--- src/rtl/friscv_cache_rd_arbiter_pkg.sv ---
// Shared types and helpers for the cache read-address arbiter.
package friscv_cache_rd_arbiter_pkg;

    typedef enum logic [0:0] {ARB_IDLE, ARB_ISSUE} arb_state_t;

    function automatic int idx_width(input int n);
        return (n > 2) ? $clog2(n) : 1;
    endfunction

endpackage

--- src/rtl/friscv_cache_rd_arbiter_rr.sv ---
// Round-robin picker: first requester at or after rr_ptr, wrapping.
module friscv_rr_arbiter #(
    parameter int N     = 2,
    parameter int IDX_W = 1
) (
    input  logic [N-1:0]     req,
    input  logic             en,
    input  logic [IDX_W-1:0] rr_ptr,
    output logic [N-1:0]     grant,
    output logic [IDX_W-1:0] index,
    output logic             valid
);

    logic [IDX_W-1:0] slot;

    always_comb begin
        grant = '0;
        index = '0;
        valid = 1'b0;
        slot  = '0;
        for (int k = 0; k < N; k++) begin
            slot = IDX_W'((int'(rr_ptr) + k) % N);
            if (en && !valid && req[slot]) begin
                valid       = 1'b1;
                grant[slot] = 1'b1;
                index       = slot;
            end
        end
    end

endmodule

--- src/rtl/friscv_cache_rd_arbiter.sv ---
// Shares one AXI read-address channel between NREQ cache prefetchers
// and routes completion strobes back by the low RID bits.
module friscv_cache_rd_arbiter
    import friscv_cache_rd_arbiter_pkg::*;
#(
    parameter int NREQ       = 2,
    parameter int AXI_ADDR_W = 32,
    parameter int AXI_ID_W   = 8
) (
    input  logic                       aclk,
    input  logic                       arst,
    input  logic                       srst,
    input  logic [NREQ-1:0]            req_arvalid,
    output logic [NREQ-1:0]            req_arready,
    input  logic [NREQ*AXI_ADDR_W-1:0] req_araddr,
    input  logic [NREQ*3-1:0]          req_arprot,
    input  logic [NREQ*AXI_ID_W-1:0]   req_arid,
    output logic                       memctrl_arvalid,
    input  logic                       memctrl_arready,
    output logic [AXI_ADDR_W-1:0]      memctrl_araddr,
    output logic [2:0]                 memctrl_arprot,
    output logic [AXI_ID_W-1:0]        memctrl_arid,
    input  logic                       mem_cpl_wr,
    input  logic [AXI_ID_W-1:0]        mem_cpl_rid,
    output logic [NREQ-1:0]            req_cpl_wr,
    output logic [NREQ-1:0]            pending,
    output logic                       cpl_err
);

    localparam int IDX_W = idx_width(NREQ);
    localparam logic [AXI_ID_W-1:0] IDX_MASK = AXI_ID_W'((1 << IDX_W) - 1);

    arb_state_t state, state_nxt;

    logic [NREQ-1:0]       eligible, grant, clr_mask;
    logic [IDX_W-1:0]      rr_ptr, gidx, rid_idx, cpl_idx;
    logic                  gvalid, arb_en, cpl_act, cpl_rise, cpl_fall;
    logic [AXI_ADDR_W-1:0] sel_addr;
    logic [2:0]            sel_prot;
    logic [AXI_ID_W-1:0]   sel_id;
    logic                  rid_hi_unused;

    assign eligible      = req_arvalid & ~pending;
    assign rid_idx       = mem_cpl_rid[IDX_W-1:0];
    assign rid_hi_unused = ^mem_cpl_rid;
    assign cpl_rise      = mem_cpl_wr & ~cpl_act;
    assign cpl_fall      = ~mem_cpl_wr & cpl_act;
    assign req_arready   = grant;

    friscv_rr_arbiter #(
        .N     (NREQ),
        .IDX_W (IDX_W)
    ) u_rr (
        .req    (eligible),
        .en     (arb_en),
        .rr_ptr (rr_ptr),
        .grant  (grant),
        .index  (gidx),
        .valid  (gvalid)
    );

    // No grant may be offered while either reset is held.
    always_comb begin
        state_nxt = state;
        arb_en    = 1'b0;
        unique case (state)
            ARB_IDLE: begin
                arb_en = ~arst & ~srst;
                if (gvalid) state_nxt = ARB_ISSUE;
            end
            ARB_ISSUE: if (memctrl_arready) state_nxt = ARB_IDLE;
            default:   state_nxt = ARB_IDLE;
        endcase
    end

    always_comb begin
        sel_addr   = '0;
        sel_prot   = '0;
        sel_id     = '0;
        req_cpl_wr = '0;
        clr_mask   = '0;
        for (int i = 0; i < NREQ; i++) begin
            if (grant[i]) begin
                sel_addr |= req_araddr[i*AXI_ADDR_W +: AXI_ADDR_W];
                sel_prot |= req_arprot[i*3 +: 3];
                sel_id   |= req_arid[i*AXI_ID_W +: AXI_ID_W];
            end
            req_cpl_wr[i] = mem_cpl_wr & (rid_idx == IDX_W'(i));
            clr_mask[i]   = cpl_fall & (cpl_idx == IDX_W'(i));
        end
    end

    always_ff @(posedge aclk or posedge arst) begin
        if (arst)      state <= ARB_IDLE;
        else if (srst) state <= ARB_IDLE;
        else           state <= state_nxt;
    end

    always_ff @(posedge aclk or posedge arst) begin
        if (arst) begin
            memctrl_arvalid <= 1'b0;
            memctrl_araddr  <= '0;
            memctrl_arprot  <= '0;
            memctrl_arid    <= '0;
            rr_ptr          <= '0;
            pending         <= '0;
            cpl_act         <= 1'b0;
            cpl_idx         <= '0;
            cpl_err         <= 1'b0;
        end else if (srst) begin
            memctrl_arvalid <= 1'b0;
            memctrl_araddr  <= '0;
            memctrl_arprot  <= '0;
            memctrl_arid    <= '0;
            rr_ptr          <= '0;
            pending         <= '0;
            cpl_act         <= 1'b0;
            cpl_idx         <= '0;
            cpl_err         <= 1'b0;
        end else begin
            if (gvalid) begin
                memctrl_arvalid <= 1'b1;
                memctrl_araddr  <= sel_addr;
                memctrl_arprot  <= sel_prot;
                memctrl_arid    <= (sel_id & ~IDX_MASK) | AXI_ID_W'(gidx);
                rr_ptr          <= IDX_W'((int'(gidx) + 1) % NREQ);
            end else if (memctrl_arvalid && memctrl_arready) begin
                memctrl_arvalid <= 1'b0;
            end
            pending <= (pending | grant) & ~clr_mask;
            // Out-of-range or non-pending owner matches no pending bit.
            if (cpl_rise) begin
                cpl_act <= 1'b1;
                cpl_idx <= rid_idx;
                if (~|(req_cpl_wr & pending)) cpl_err <= 1'b1;
            end else if (cpl_fall) begin
                cpl_act <= 1'b0;
            end
        end
    end

endmodule

--- config.mk ---
export PLATFORM = sky130hd
export DESIGN_NAME = friscv_cache_rd_arbiter
export DESIGN_NICKNAME = d
export VERILOG_FILES = /design/src/rtl/friscv_cache_rd_arbiter_pkg.sv /design/src/rtl/friscv_cache_rd_arbiter_rr.sv /design/src/rtl/friscv_cache_rd_arbiter.sv
export SDC_FILE = /design/constraint.sdc
export NUM_CORES = 1
export LEC_CHECK = 0
export CORE_ASPECT_RATIO = 1.4
export CORE_MARGIN = 1
export CORE_UTILIZATION = 36
export DETAILED_ROUTE_END_ITERATION = 10
export HOLD_SLACK_MARGIN = 0.03
export PLACE_DENSITY_LB_ADDON = 0.12
export SLEW_MARGIN = 15
export SYNTH_ARGS = -nofsm -noshare
export SYNTH_HDL_FRONTEND = slang
export SYNTH_SLANG_ARGS = --single-unit
--- constraint.sdc ---
create_clock -name aclk -period 2.15 [get_ports aclk]
set_clock_uncertainty 0.05 [all_clocks]
set_input_delay 0.3225 -clock aclk [delete_from_list [all_inputs] [get_ports aclk]]
set_output_delay 0.3225 -clock aclk [all_outputs]
set_load 0.05 [all_outputs]
==> flow_summary.toml <==
# synthesis and place-and-route metrics
[final_timing]
max_slew_margin_pct = 34.5
setup_viol = 0

[logic_synthesis]
ys_chip_area_um2 = 2270
muxShareOfSynthArea_pct = 0.440
synth_warnings = 0
synthCells = 181
synth_stat.cells = 181
syn-cell-area_um2 = 2270
synth_cell_type_count = 20
xor_share_pct = 0

[grt]
grt_pass1_vias = 2167
use_met2_pct = 36.4
gr-total-overflow = 0
grt_pass1_wl_um = 10500

[finish]
diodes = 0
final_cell_mix = "clkdlybuf4s50_1, dfrtp_1, a21o_1"
final_area_um2 = 3980
syn2layout_area_growth_pct = 75.2
layout-drive-gt1-share_pct = 9.64

[detailed_routing]
wl_met1_um = 2460
ant_nets = 0
dr.max_layer_used = "met4"

[worst_setup_path]
crit_required_ns = 1.78
cp.buffers_inverters = 3
rrSetupSlack_ns = 0.26
critPathMaxFanout = 3
end_kind = "primary output"
arrival_ns = 1.73
path_delay_family = "buffers and inverters"
slowest_stage = "clkdlybuf4s50_1"

[power]
vdd_drop_max_v = 0.000520

[cts]
clk_pin_slew_ns = 0.09
htreeDepth = 2

[flow_run]
max_cap_viol_count = 0

[worst_hold_path]
min-delay-path-class = "input port to async pin"

[run_status]
status = "finished, final reports clean"

[place]
place_inst = 393
[synth_stat cells (all sizes together)]
| library cell | number | share of area (%) |
|---|---|---|
| nor2 | 9 | 1.5 |
| dfrtp | 51 | 56 |
| a311oi | 2 | 1.5 |
| a21oi | 4 | 0.88 |
| a21o | 45 | 15 |
| nand2 | 1 | 0.16 |
| a22o | 42 | 16 |
| or3 | 1 | 0.50 |
| nand2b | 2 | 0.55 |
| clkbuf | 4 | 0.66 |
| o21ai | 1 | 0.22 |
| and2 | 1 | 0.28 |
| buf | 9 | 3.6 |
| nor3b | 2 | 0.66 |
| nor3 | 2 | 1.2 |
| mux2i | 1 | 0.44 |
| inv | 4 | 0.66 |
[where the power goes]
part           internal, W  switching (W)
logic             0.000380       0.000450
registers          0.00104      0.0000425
clock network     0.000340       0.000301
[timing repair]
action	CTS	global route
hold buffers	0	0
resized	1	1
pin swaps	0	2
endpoints found under the setup margin	1	1
buffers inserted	0	2
[final cells by class]
cell class              instances  area, um2
clock inverters                 2       37.5
multi-input cells             113        892
clock buffers                   5       68.8
well taps                      70       87.6
inverters                       4       15.0
repair buffers                157       1610
flip-flops and latches         51       1280
fillers                       494       2000
[worst max-delay path by stage]
| stage | from | end | cells after the start |
|---|---|---|---|
| floorplan | pending[0]$_DFF_PP0_ | req_arready[0] | 3 |
| global placement | arst | memctrl_araddr[24]$_DFFE_PP0P_ | 5 |
| detailed placement | arst | memctrl_araddr[11]$_DFFE_PP0P_ | 5 |
| CTS | srst | req_arready[0] | 5 |
| global route | arst | req_arready[0] | 5 |
| finish | arst | req_arready[0] | 5 |
[registers in the layout, indices dropped and copies added (netlist names)]
signal           count
cpl_act              1
cpl_err              1
cpl_idx              1
memctrl_araddr      32
memctrl_arid         8
memctrl_arprot       3
memctrl_arvalid      1
pending              2
rr_ptr               1
state                1
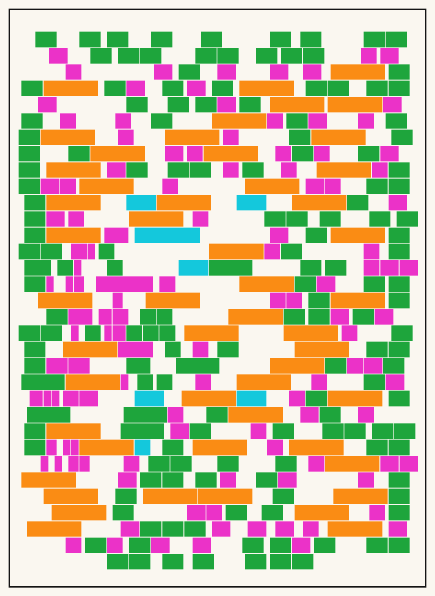
Figure 1: cells coloured by class.
Scale: 6 px per um.
- green: other buffers and delay cells (cells 157)
- orange: flops (cells 51)
- cyan: clock drivers and dummy loads (cells 7)
- magenta: all other logic (cells 117)
Rows: 33
Core Util, Final: 66.5%

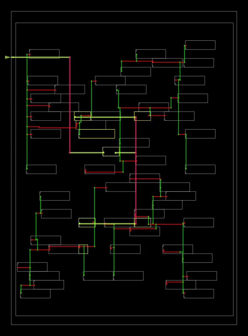
Figure 2: clock nets.
Clk power: 0.000642 W
clk_lat worst skew: 0.30 ns
Sink Count: 51
clock buffers: 5
clock buffer count from CTS: 5

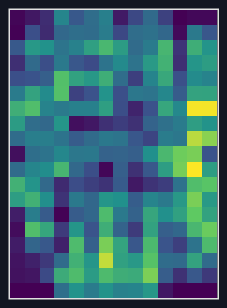
Figure 3: wiring heat map.
Scale: 3 px per um. 14 x 19 tiles, from dark purple (low) to yellow (high), scaled to the fullest tile. Values are wire area over tile area, all layers added.
- mean over tiles: 0.16
- tiles over half the peak: 33%
- densest ninth of the die: east
- fullest tile: 0.40
- nearly empty tiles: 4.1%
Wirelength per Cell: 16.0 um
DR vias: 2,112
Total Wirelength: 6440 um
gr usage total: 20.1%

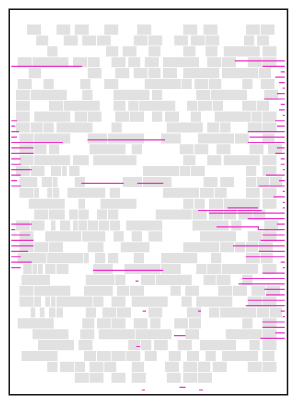
Figure 4: signal wires on met3.
Scale: 4 px per um.
- nets with wire on the layer: 82
- longest straight run: 19.0 um
- wire length on this layer: 416 um

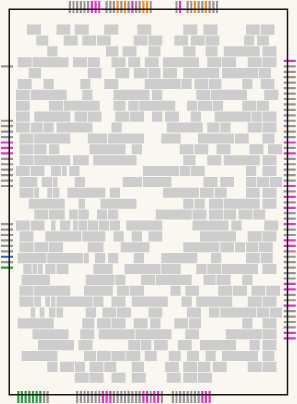
Figure 5: I/O pins on the die edge.
Scale: 4 px per um. Pins as bars across the die edge, other pins in grey.
- green: `mem_cpl_rid` (pins 8; direction input; edge 7 south, 1 west)
- magenta: `memctrl_araddr` (pins 32; direction output; edge 14 east, 10 south, 5 north, 3 west)
- orange: `req_arprot` (pins 6; direction input; edge north)
- blue: `mem_cpl_wr` (pins 1; direction input; edge west)
- all pins by edge: 52 east, 44 south, 33 north, 23 west
Die H: 96.0 um
IO buf count: 142
die width: 69.2 um

Power is estimated from default activity; no workload was simulated.
